--- src/rtl/div_pkg.sv ---
// div_pkg: shared types and helpers for the non-restoring divider
package div_pkg;
  typedef enum logic [2:0] {IDLE, PREP, CALC, FIX, DONE} div_state_t;
  localparam int W_MAX = 64;
  localparam logic [W_MAX-1:0] DZ_QUOT = '1;
  function automatic logic [W_MAX-1:0] abs_n(input logic [W_MAX-1:0] x, input logic neg);
    return neg ? -x : x;
  endfunction
endpackage

--- src/rtl/nr_div_step.sv ---
// nr_div_step: one combinational radix-2 non-restoring iteration
module nr_div_step #(
  parameter int C_NUM_BITS = 24
) (
  input  logic [C_NUM_BITS:0]   p,
  input  logic [C_NUM_BITS-1:0] qsr,
  input  logic [C_NUM_BITS-1:0] bm,
  output logic [C_NUM_BITS:0]   p_n,
  output logic [C_NUM_BITS-1:0] qsr_n
);
  logic [C_NUM_BITS:0] p_s;
  assign p_s   = {p[C_NUM_BITS-1:0], qsr[C_NUM_BITS-1]};
  assign p_n   = p[C_NUM_BITS] ? p_s + {1'b0, bm} : p_s - {1'b0, bm};
  assign qsr_n = {qsr[C_NUM_BITS-2:0], ~p_n[C_NUM_BITS]};
endmodule

--- src/rtl/seq_divider_nr.sv ---
// seq_divider_nr: multi-cycle signed/unsigned non-restoring divider with start/valid handshake
module seq_divider_nr
  import div_pkg::*;
#(
  parameter int C_NUM_BITS = 24,
  parameter int C_CNT_BITS = $clog2(C_NUM_BITS + 1)
) (
  input  logic                  CK,
  input  logic                  R,
  input  logic                  E,
  input  logic                  START,
  input  logic                  SGN,
  input  logic [C_NUM_BITS-1:0] A,
  input  logic [C_NUM_BITS-1:0] B,
  output logic                  BUSY,
  output logic                  VALID,
  output logic [C_NUM_BITS-1:0] Q,
  output logic [C_NUM_BITS-1:0] REM,
  output logic                  DZ
);
  localparam int N = C_NUM_BITS;
  div_state_t state;
  logic [N-1:0] a_r, b_r, bm, qsr, qsr_n, q_fix, r_src, r_fix;
  logic [N:0] p, p_n;
  logic [C_CNT_BITS-1:0] cnt;
  logic sgn_r, sa, sb, dz_r, b_zero;
  nr_div_step #(.C_NUM_BITS(N)) u_step (
    .p(p),
    .qsr(qsr),
    .bm(bm),
    .p_n(p_n),
    .qsr_n(qsr_n)
  );
  always_comb begin
    b_zero = b_r == '0;
    r_src  = p[N] ? p[N-1:0] + bm : p[N-1:0];
    q_fix  = N'(abs_n(W_MAX'(qsr), sa ^ sb));
    r_fix  = N'(abs_n(W_MAX'(r_src), sa));
  end
  always_ff @(posedge CK) begin
    if (R) begin
      state <= IDLE;
      cnt   <= '0;
      BUSY  <= 1'b0;
      VALID <= 1'b0;
      Q     <= '0;
      REM   <= '0;
      DZ    <= 1'b0;
    end else if (E) begin
      case (state)
        IDLE: if (START) begin
          a_r   <= A;
          b_r   <= B;
          sgn_r <= SGN;
          BUSY  <= 1'b1;
          state <= PREP;
        end
        PREP: begin
          sa    <= sgn_r & a_r[N-1];
          sb    <= sgn_r & b_r[N-1];
          bm    <= N'(abs_n(W_MAX'(b_r), sgn_r & b_r[N-1]));
          qsr   <= N'(abs_n(W_MAX'(a_r), sgn_r & a_r[N-1]));
          p     <= '0;
          dz_r  <= b_zero;
          cnt   <= b_zero ? '0 : C_CNT_BITS'(N);
          state <= b_zero ? FIX : CALC;
        end
        CALC: begin
          p     <= p_n;
          qsr   <= qsr_n;
          cnt   <= cnt - 1'b1;
          state <= cnt == C_CNT_BITS'(1) ? FIX : CALC;
        end
        FIX: begin
          VALID <= 1'b1;
          Q     <= dz_r ? N'(DZ_QUOT) : q_fix;
          REM   <= dz_r ? a_r : r_fix;
          DZ    <= dz_r;
          state <= DONE;
        end
        DONE: begin
          VALID <= 1'b0;
          BUSY  <= 1'b0;
          state <= IDLE;
        end
        default: state <= IDLE;
      endcase
    end
  end
endmodule

--- config.mk ---
export PLATFORM = sky130hd
export DESIGN_NAME = seq_divider_nr
export DESIGN_NICKNAME = d
export VERILOG_FILES = /design/src/rtl/div_pkg.sv /design/src/rtl/nr_div_step.sv /design/src/rtl/seq_divider_nr.sv
export SDC_FILE = /design/constraint.sdc
export NUM_CORES = 1
export LEC_CHECK = 0
export CAP_MARGIN = 25
export CELL_PAD_IN_SITES_DETAIL_PLACEMENT = 0
export CELL_PAD_IN_SITES_GLOBAL_PLACEMENT = 2
export CORE_MARGIN = 2
export CORE_UTILIZATION = 40
export CTS_BUF_LIST = sky130_fd_sc_hd__clkbuf_4
export DETAILED_ROUTE_END_ITERATION = 8
export PLACE_DENSITY_LB_ADDON = 0.1
export SLEW_MARGIN = 30
export SYNTH_ARGS = -nofsm -noshare
export SYNTH_HDL_FRONTEND = slang
export SYNTH_SLANG_ARGS = --single-unit
--- constraint.sdc ---
create_clock -name CK -period 14.6 [get_ports CK]
set_input_delay 1.46 -clock CK [delete_from_list [all_inputs] [get_ports CK]]
set_output_delay 1.46 -clock CK [all_outputs]
set_load 0.005 [all_outputs]
**Run 1: pin placement**

(3 px per um) Pins as bars across the die edge, other pins in grey.
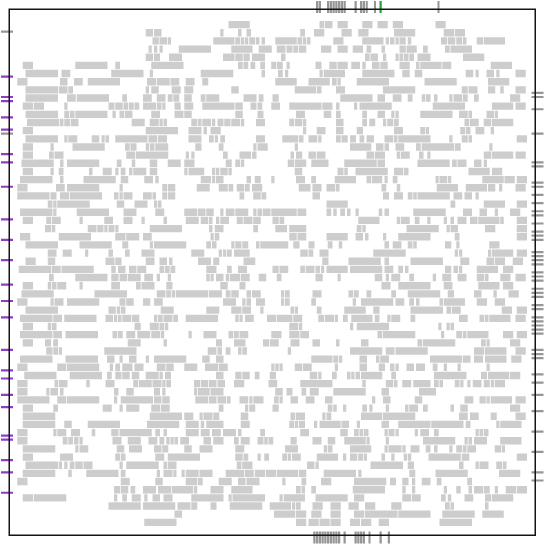
[green] VALID | pins: 1 | direction: output | edge: top
[purple] B | pins: 24 | direction: input | edge: left
I/O Buffers: 103
overall die height: 174.9 um

**Run 1: logic cells by family**

(1.5 px per um)
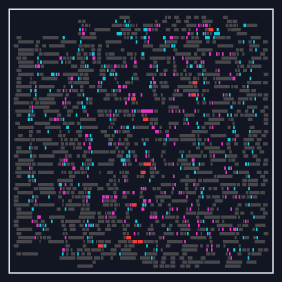
[magenta] nand cells | cells: 188 | most used: nand2_1 | where: all over the die
[red] mux cells | cells: 12 | most used: mux2i_1
[cyan] nor cells | cells: 201 | most used: nor2_1 | where: all over the die

==> report_table.html, run 1 <==
<p>Metrics extracted from the flow reports.</p>
<table>
<tr><th>Metric</th><th>Value</th></tr>
<tr><th colspan="2">Worst setup path</th></tr>
<tr><td>Reg-to-Reg Start</td><td>p[24]$_SDFFCE_PN0P_</td></tr>
<tr><td>CP Launch Point</td><td>p[24]$_SDFFCE_PN0P_</td></tr>
<tr><td>Internal reg-to-reg setup slack</td><td>9860 ps</td></tr>
<tr><td>Worst setup SP type</td><td>flop</td></tr>
<tr><td>Endpoint of the worst register-to-register path</td><td>qsr[0]$_DFFE_PP_</td></tr>
<tr><td>Critical Path Fanout Max</td><td>between 50 and 60</td></tr>
<tr><td>Crit path DRT</td><td>approximately 15,000 ps</td></tr>
<tr><td>Crit path to</td><td>qsr[0]$_DFFE_PP_</td></tr>
<tr><td>Critical Path Sink Type</td><td>flop</td></tr>
<tr><td>Count of cells along the worst register-to-register path</td><td>14</td></tr>
<tr><td>Arrival time at the worst endpoint</td><td>roughly 5100 ps</td></tr>
<tr><th colspan="2">STA</th></tr>
<tr><td>Final-layout setup total negative slack</td><td>0 ps</td></tr>
<tr><td>Highest achievable clock rate</td><td>around 0.21 GHz</td></tr>
<tr><td>Final setup violation count</td><td>0</td></tr>
<tr><td>RSZ-0062 raised after global routing</td><td>false</td></tr>
<tr><td>Slew margin rel.</td><td>between 40% and 50%</td></tr>
<tr><td>Final slew viol count</td><td>0</td></tr>
<tr><td>Minimum period implied by the final worst setup slack</td><td>between 4000 and 5000 ps</td></tr>
<tr><td>Worst-margin pin slew</td><td>846.1 ps</td></tr>
<tr><td>Hold Vio Cnt, Final</td><td>0</td></tr>
<tr><td>Post-route fraction of the period consumed by the critical path</td><td>between 30 and 40%</td></tr>
<tr><th colspan="2">Synthesis</th></tr>
<tr><td>Area share of xor/xnor cells in the synthesized design</td><td>between 10% and 20%</td></tr>
<tr><td>Synthesized net count</td><td>1,369</td></tr>
<tr><td>Ranking of synthesized cells by area</td><td>sky130_fd_sc_hd__edfxtp_1, sky130_fd_sc_hd__dfxtp_1, sky130_fd_sc_hd__ha_1, sky130_fd_sc_hd__xor2_1, sky130_fd_sc_hd__xnor2_1</td></tr>
<tr><td>Area of the mapped netlist</td><td>approximately 0.012 mm2</td></tr>
<tr><td>Yosys simple share</td><td>17.35%</td></tr>
<tr><td>Post-synthesis cell type with the largest instance count</td><td>sky130_fd_sc_hd__nor2_1</td></tr>
<tr><td>MUX area fraction</td><td>under 10%</td></tr>
<tr><td>Share of synthesized registers carrying an async set or reset</td><td>0%</td></tr>
<tr><td>AO/OA Area Share</td><td>between 20% and 30%</td></tr>
<tr><td>Most used DFF post-synth</td><td>sky130_fd_sc_hd__edfxtp_1</td></tr>
<tr><td>Sequential cell area fraction in the yosys report</td><td>42.26%</td></tr>
<tr><td>Flops after synth</td><td>about 180</td></tr>
<tr><td>Top logic cell family in the synthesized netlist</td><td>AND-OR/OR-AND gates</td></tr>
<tr><td>Number of cells in Yosys stat</td><td>~1.3k</td></tr>
<tr><td>Syn. warnings</td><td>0</td></tr>
<tr><td>Cell taking the most area after synthesis</td><td>sky130_fd_sc_hd__edfxtp_1</td></tr>
<tr><td>Top cells by instance count after synthesis</td><td>sky130_fd_sc_hd__nor2_1, sky130_fd_sc_hd__nand2_1, sky130_fd_sc_hd__edfxtp_1</td></tr>
<tr><td>Count of library flops with an enable pin</td><td>approximately 130</td></tr>
<tr><td>Post-synthesis area per instance</td><td>around 9.3 um2</td></tr>
<tr><td>Cell count after synthesis</td><td>approximately 1.3k</td></tr>
<tr><td>Count of unique library cells instantiated by Yosys</td><td>83</td></tr>
<tr><th colspan="2">Clock network</th></tr>
<tr><td>Level count of the clock H-tree</td><td>4</td></tr>
<tr><td>Clock net sink count</td><td>around 180</td></tr>
<tr><td>CTS resizes</td><td>0</td></tr>
<tr><td>Post-CTS setup buffers</td><td>0</td></tr>
<tr><td>Clock tree root driver cell</td><td>sky130_fd_sc_hd__clkbuf_4</td></tr>
<tr><td>Number of buffers added to fix hold violations after cts</td><td>0</td></tr>
<tr><td>Number of buffers added by the clock tree synthesis step</td><td>17</td></tr>
<tr><td>Clock transition at the registers of the reported paths</td><td>150 ps</td></tr>
<tr><td>Maximum number of buffers from clock root to sink</td><td>2</td></tr>
<tr><th colspan="2">Drt</th></tr>
<tr><td>Mean routed wirelength per cell</td><td>~17 um</td></tr>
<tr><td>Number of DRC markers after the initial detailed-route iteration</td><td>around 540</td></tr>
<tr><td>Final antenna-violating net count</td><td>0</td></tr>
<tr><td>1st-pass router iterations</td><td>4</td></tr>
<tr><td>DR vias</td><td>9,241</td></tr>
<tr><td>Total wirelength of the detailed-routed design</td><td>just over 30,000 um</td></tr>
<tr><td>Vias per inst</td><td>between 5 and 6</td></tr>
<tr><td>DRC</td><td>0</td></tr>
<tr><th colspan="2">Floorplanning</th></tr>
<tr><td># rows</td><td>approximately 62</td></tr>
<tr><td>Number of I/O pins</td><td>around 100</td></tr>
<tr><td>Starting utilization of the core area</td><td>approximately 41%</td></tr>
<tr><td>Area of the chip</td><td>about 0.031 mm2</td></tr>
<tr><th colspan="2">Job</th></tr>
<tr><td>Number of max-cap violations</td><td>0</td></tr>
<tr><th colspan="2">Outcome</th></tr>
<tr><td>Status</td><td>complete, no violations</td></tr>
<tr><th colspan="2">Power and ir drop</th></tr>
<tr><td>Total power draw</td><td>approximately 1000 uW</td></tr>
<tr><td>Worst IR Drop VDD</td><td>~0.043 mV</td></tr>
<tr><th colspan="2">Finish</th></tr>
<tr><td>Final net count</td><td>1,442</td></tr>
<tr><td>Most frequent standard cell in the layout excluding fill and tap cells</td><td>sky130_fd_sc_hd__nor2_1</td></tr>
<tr><td>Layout area overhead</td><td>14.21%</td></tr>
<tr><td>Post-route design area</td><td>0.01334 mm2</td></tr>
<tr><td>Most used cells in the layout excluding fill and tap cells</td><td>sky130_fd_sc_hd__nor2_1, sky130_fd_sc_hd__nand2_1, sky130_fd_sc_hd__edfxtp_1</td></tr>
<tr><td>Non-filler instance count after layout</td><td>1,732</td></tr>
<tr><td>Fraction of layout instances using a drive strength above 1</td><td>~5.7%</td></tr>
<tr><th colspan="2">Global route</th></tr>
<tr><td>Initial antenna violation count</td><td>2</td></tr>
<tr><td>Largest net degree at the start of global routing</td><td>between 60 and 70</td></tr>
<tr><td>First-pass GRT wire length</td><td>just under 50,000 um</td></tr>
<tr><td>Number of global-route vias before repair</td><td>between 8k and 9k</td></tr>
<tr><th colspan="2">Min path</th></tr>
<tr><td>Hold path cells</td><td>2</td></tr>
<tr><th colspan="2">Placement</th></tr>
<tr><td>Detailed placement HPWL</td><td>about 22,000 um</td></tr>
</table>
**Run 1: sequential cells coloured by netlist name**

(1.5 px per um)
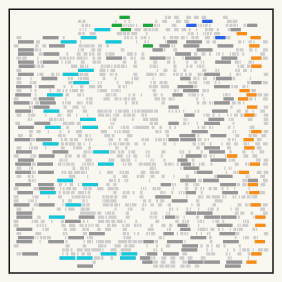
[orange] Q | flops: 24
[green] cnt | flops: 5 | where: top centre
[blue] state | flops: 3
[cyan] p | flops: 25
fraction of area in registers: 37.00%
Seq. cell area: 0.004935 mm2
Util after Layout: 46.46%

[run 1: area by class of cell]
type	instances	area (um2)
diodes	3	7.507
repair buffers	113	1101
clock buffers	19	142.6
inverters	30	112.6
clock inverters	12	118.9
flip-flops and latches	184	4935
well taps	384	480.5
multi-input cells	987	6439
fillers	2838	15370
[run 1: per-stage QoR]
step	setup WS (ps)	hold WS (ps)
final	9860	487.8
after global routing	9644	529.0
after CTS	9873	489.9
after detailed placement	9893	472.6
after global placement	9899	468.2
after floorplan	8963	448.2
[run 1: state kept, by name, summed over array words and instances, names as in the netlist, 3 cells and up]
signal,count
p,25
Q,24
REM,24
a_r,24
b_r,24
bm,24
qsr,24
cnt,5
state,3
[run 1: worst max-delay path: stages, from the launching register on]
cell                       delay [ps]
sky130_fd_sc_hd__edfxtp_1         350
sky130_fd_sc_hd__buf_4            490
sky130_fd_sc_hd__mux2_2           430
sky130_fd_sc_hd__fa_1             430
sky130_fd_sc_hd__a21o_1           180
sky130_fd_sc_hd__a21oi_1          210
sky130_fd_sc_hd__o21ai_1          190
sky130_fd_sc_hd__a41o_1           300
sky130_fd_sc_hd__o22a_1           250
sky130_fd_sc_hd__a311o_1          420
sky130_fd_sc_hd__a41oi_1          370
sky130_fd_sc_hd__a21oi_1          150
sky130_fd_sc_hd__o41ai_1          390
sky130_fd_sc_hd__xor2_1           210
sky130_fd_sc_hd__o21ai_0           90
[run 1: power by group]
group          switching (uW)  internal [uW]
logic                    63.7           52.4
registers                12.2            569
clock network             199           89.9
[run 1: per-layer routing]
layer	global-route usage (%)	wire [um]	up-vias
met5	0	0	-
met4	5.694	444	0
met3	2.306	1039	16
met2	32.86	13930	176
met1	28.38	14760	4297
li1	-	-	4752
==> run 2, diff against run 1 <==
Settings changed: CORE_UTILIZATION 40 to 34.
Clock period 14.6 ns to 3.8 ns, I/O delays scaled along.
**Run 2: routing congestion map**

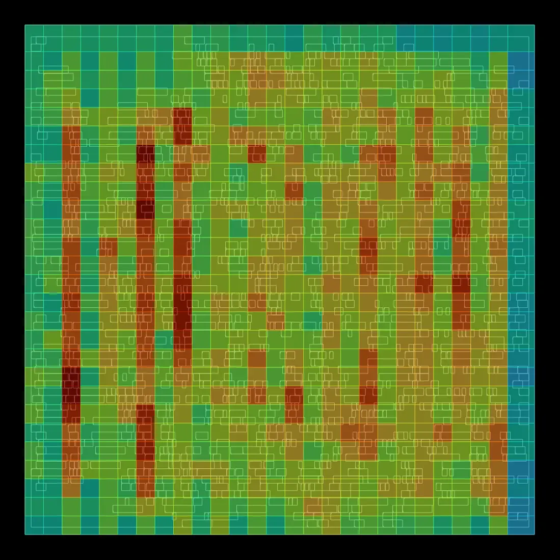
mean routed wirelength per cell: 17.13 um
most congested layer reported by global routing: met2

**Run 2: sequential cells coloured by netlist name**

(1.5 px per um)
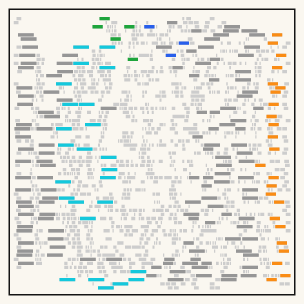
[blue] state | flops: 3
[orange] Q | flops: 24
[green] cnt | flops: 5
[cyan] p | flops: 25
not coloured: 127

==> report_table.html, run 2 <==
<p>Metrics extracted from the flow reports.</p>
<table>
<tr><th>Metric</th><th>Value</th></tr>
<tr><th colspan="2">STA</th></tr>
<tr><td>Final slew viol count</td><td>0 (unchanged)</td></tr>
<tr><td>Hold Vio Cnt, Final</td><td>0 (unchanged)</td></tr>
<tr><td>Final-layout setup total negative slack</td><td>0 ps (unchanged)</td></tr>
<tr><td>Post-route fraction of the period consumed by the critical path</td><td>98.64% (+66 points)</td></tr>
<tr><td>Final worst slack</td><td>51.67 ps (-9809 ps)</td></tr>
<tr><td>Worst-margin pin slew</td><td>845.8 ps (-0.2601 ps)</td></tr>
<tr><td>RSZ-0062 raised after global routing</td><td>true</td></tr>
<tr><td>Highest achievable clock rate</td><td>0.2668 GHz (+26%)</td></tr>
<tr><td>Final setup violation count</td><td>0 (unchanged)</td></tr>
<tr><td>Minimum period implied by the final worst setup slack</td><td>3748 ps (-991.4 ps)</td></tr>
<tr><th colspan="2">Drt</th></tr>
<tr><td>Final antenna-violating net count</td><td>0 (unchanged)</td></tr>
<tr><td>Number of DRC markers after the initial detailed-route iteration</td><td>488 (-8.8%)</td></tr>
<tr><td>1st-pass router iterations</td><td>5 (+1)</td></tr>
<tr><td>Total wirelength of the detailed-routed design</td><td>32,150 um (+6.6%)</td></tr>
<tr><td>Vias per inst</td><td>5.079 (-4.8%)</td></tr>
<tr><th colspan="2">Global route</th></tr>
<tr><td>Met3 GRT Util</td><td>2.335% (+0.029 points)</td></tr>
<tr><td>Met1 Track Usage GR</td><td>24.39% (-4.0 points)</td></tr>
<tr><td>Number of global-route vias before repair</td><td>9,426 (+5.8%)</td></tr>
<tr><td>Initial antenna violation count</td><td>2 (unchanged)</td></tr>
<tr><td>Largest net degree at the start of global routing</td><td>64 (-1.5%)</td></tr>
<tr><td>Met2 demand-to-capacity share in global routing</td><td>31.02% (-1.8 points)</td></tr>
<tr><th colspan="2">Synthesis</th></tr>
<tr><td>Count of unique library cells instantiated by Yosys</td><td>83 (unchanged)</td></tr>
<tr><td>Ranking of synthesized cells by area</td><td>sky130_fd_sc_hd__edfxtp_1, sky130_fd_sc_hd__dfxtp_1, sky130_fd_sc_hd__ha_1, sky130_fd_sc_hd__xor2_1, sky130_fd_sc_hd__xnor2_1</td></tr>
<tr><td>Top cells by instance count after synthesis</td><td>sky130_fd_sc_hd__nor2_1, sky130_fd_sc_hd__nand2_1, sky130_fd_sc_hd__edfxtp_1</td></tr>
<tr><td>Number of cells in Yosys stat</td><td>1,260 (unchanged)</td></tr>
<tr><td>Area of the mapped netlist</td><td>0.01168 mm2 (unchanged)</td></tr>
<tr><td>Cell count after synthesis</td><td>1,260 (unchanged)</td></tr>
<tr><td>Syn. warnings</td><td>0 (unchanged)</td></tr>
<tr><td>Count of library flops with an enable pin</td><td>125 (unchanged)</td></tr>
<tr><td>Most used DFF post-synth</td><td>sky130_fd_sc_hd__edfxtp_1</td></tr>
<tr><td>Post-synthesis area per instance</td><td>9.268 um2 (unchanged)</td></tr>
<tr><td>Sequential cell area fraction in the yosys report</td><td>42.26% (unchanged)</td></tr>
<tr><th colspan="2">Worst setup path</th></tr>
<tr><td>Critical Path Sink Type</td><td>flop</td></tr>
<tr><td>CP Launch Point</td><td>bm[1]$_DFFE_PP_</td></tr>
<tr><td>CP cell instances</td><td>inv_1 -&gt; ha_4 -&gt; nand2_1 -&gt; nor4_2 -&gt; buf_4 -&gt; buf_4 -&gt; nand3b_1 -&gt; or4_1 -&gt; nor2_1 -&gt; nor2_1 -&gt; xor2_1 -&gt; ha_1 -&gt; o21a_1 -&gt; o21ai_0 -&gt; a21oi_2 -&gt; o41ai_2 -&gt; xor2_1 -&gt; o21ai_1</td></tr>
<tr><td>Arrival time at the worst endpoint</td><td>4130 ps (-950 ps)</td></tr>
<tr><td>Max stage delay cell, worst path</td><td>sky130_fd_sc_hd__or4_1</td></tr>
<tr><td>Reg-to-Reg Start</td><td>bm[1]$_DFFE_PP_</td></tr>
<tr><td>Critical Path Fanout Max</td><td>3 (-95%)</td></tr>
<tr><td>Crit path DRT</td><td>4180 ps (-10,760 ps)</td></tr>
<tr><td>Worst setup SP type</td><td>flop</td></tr>
<tr><th colspan="2">Finish</th></tr>
<tr><td>Max FFs per register</td><td>25 (unchanged)</td></tr>
<tr><td>Non-filler instance count after layout</td><td>1,877 (+8.4%)</td></tr>
<tr><td>Most frequent standard cell in the layout excluding fill and tap cells</td><td>sky130_fd_sc_hd__nor2_1</td></tr>
<tr><td>Fraction of layout instances using a drive strength above 1</td><td>13.24% (+7.5 points)</td></tr>
<tr><td>Most used cells in the layout excluding fill and tap cells</td><td>sky130_fd_sc_hd__nor2_1, sky130_fd_sc_hd__nand2_1, sky130_fd_sc_hd__edfxtp_1</td></tr>
<tr><td>Post-route design area</td><td>0.01424 mm2 (+6.8%)</td></tr>
<tr><td>Register with the most flip-flops</td><td>p</td></tr>
<tr><td>Layout area overhead</td><td>21.93%</td></tr>
<tr><th colspan="2">Floorplanning</th></tr>
<tr><td>Overall die height</td><td>189.3 um (+8.3%)</td></tr>
<tr><td>Number of I/O pins</td><td>104 (unchanged)</td></tr>
<tr><td>Starting utilization of the core area</td><td>34.65% (-6.0 points)</td></tr>
<tr><td># rows</td><td>67 (+8.1%)</td></tr>
<tr><td>Area of the chip</td><td>0.03584 mm2 (+17%)</td></tr>
<tr><th colspan="2">Placement</th></tr>
<tr><td>I/O Buffers</td><td>103 (unchanged)</td></tr>
<tr><td>Detailed placement HPWL</td><td>24,560 um (+11%)</td></tr>
<tr><th colspan="2">Clock network</th></tr>
<tr><td>Number of buffers added by the clock tree synthesis step</td><td>17 (unchanged)</td></tr>
<tr><td>Clock net sink count</td><td>184 (unchanged)</td></tr>
<tr><td>Clock transition at the registers of the reported paths</td><td>170 ps (+20 ps)</td></tr>
<tr><td>Number of buffers added to fix hold violations after cts</td><td>0 (unchanged)</td></tr>
<tr><th colspan="2">Power and ir drop</th></tr>
<tr><td>Total power draw</td><td>3864 uW (+290%)</td></tr>
<tr><td>Worst IR Drop VDD</td><td>0.1926 mV (+350%)</td></tr>
<tr><th colspan="2">Outcome</th></tr>
<tr><td>Status</td><td>complete, no violations</td></tr>
<tr><th colspan="2">Job</th></tr>
<tr><td>Number of max-cap violations</td><td>0 (unchanged)</td></tr>
</table>
[run 2: timing repair]
action	in CTS	in global routing
resized	6	35
endpoints found under the setup margin	6	19
pin swaps	9	14
setup buffers	3	3
[run 2: final cells by class]
type / count / area (um2)
fillers: 3398 / 19460
multi-input cells: 987 / 6629
flip-flops and latches: 184 / 4935
repair buffers: 195 / 1729
well taps: 448 / 560.5
clock buffers: 18 / 135.1
clock inverters: 14 / 135.1
inverters: 30 / 112.6
diodes: 1 / 2.502
[run 2: path summary, 6_finish.rpt]
path,to,cells after the start
min,a_r[21]$_DFFE_PP_,1
max,qsr[0]$_DFFE_PP_,18
max reg2reg,qsr[0]$_DFFE_PP_,18
min reg2reg,REM[0]$_SDFFE_PP0P_,2
[run 2: power by group]
| part | internal [uW] | switching [uW] | total [uW] | leakage (uW) |
|---|---|---|---|---|
| registers | 2180 | 46.0 | 2230 | 0.00162 |
| logic | 240 | 264 | 504 | 0.00342 |
| clock network | 350 | 781 | 1130 | 0.000148 |
[run 2: cells by family (layout without fill, tap and decap cells)]
family / Yosys count / after routing / synth area share [%]
compound gates: 347 / 347 / 20.12
xor+xnor: 135 / 135 / 10.13
fa+ha+maj: 56 / 56 / 6.129
buf+inv: 89 / 257 / 2.925
flops: 184 / 184 / 42.26
mux: 12 / 12 / 1.093
other cells: 0 / 1 / 0
simple gates: 437 / 437 / 17.35
[run 2: per-layer routing]
layer / share of wire [%] / wire length [um]
met2: 47 / 15150
met5: 0 / 0
met4: 1.6 / 510
met3: 2.5 / 793
met1: 49 / 15700
Power is estimated from default activity; no workload was simulated.
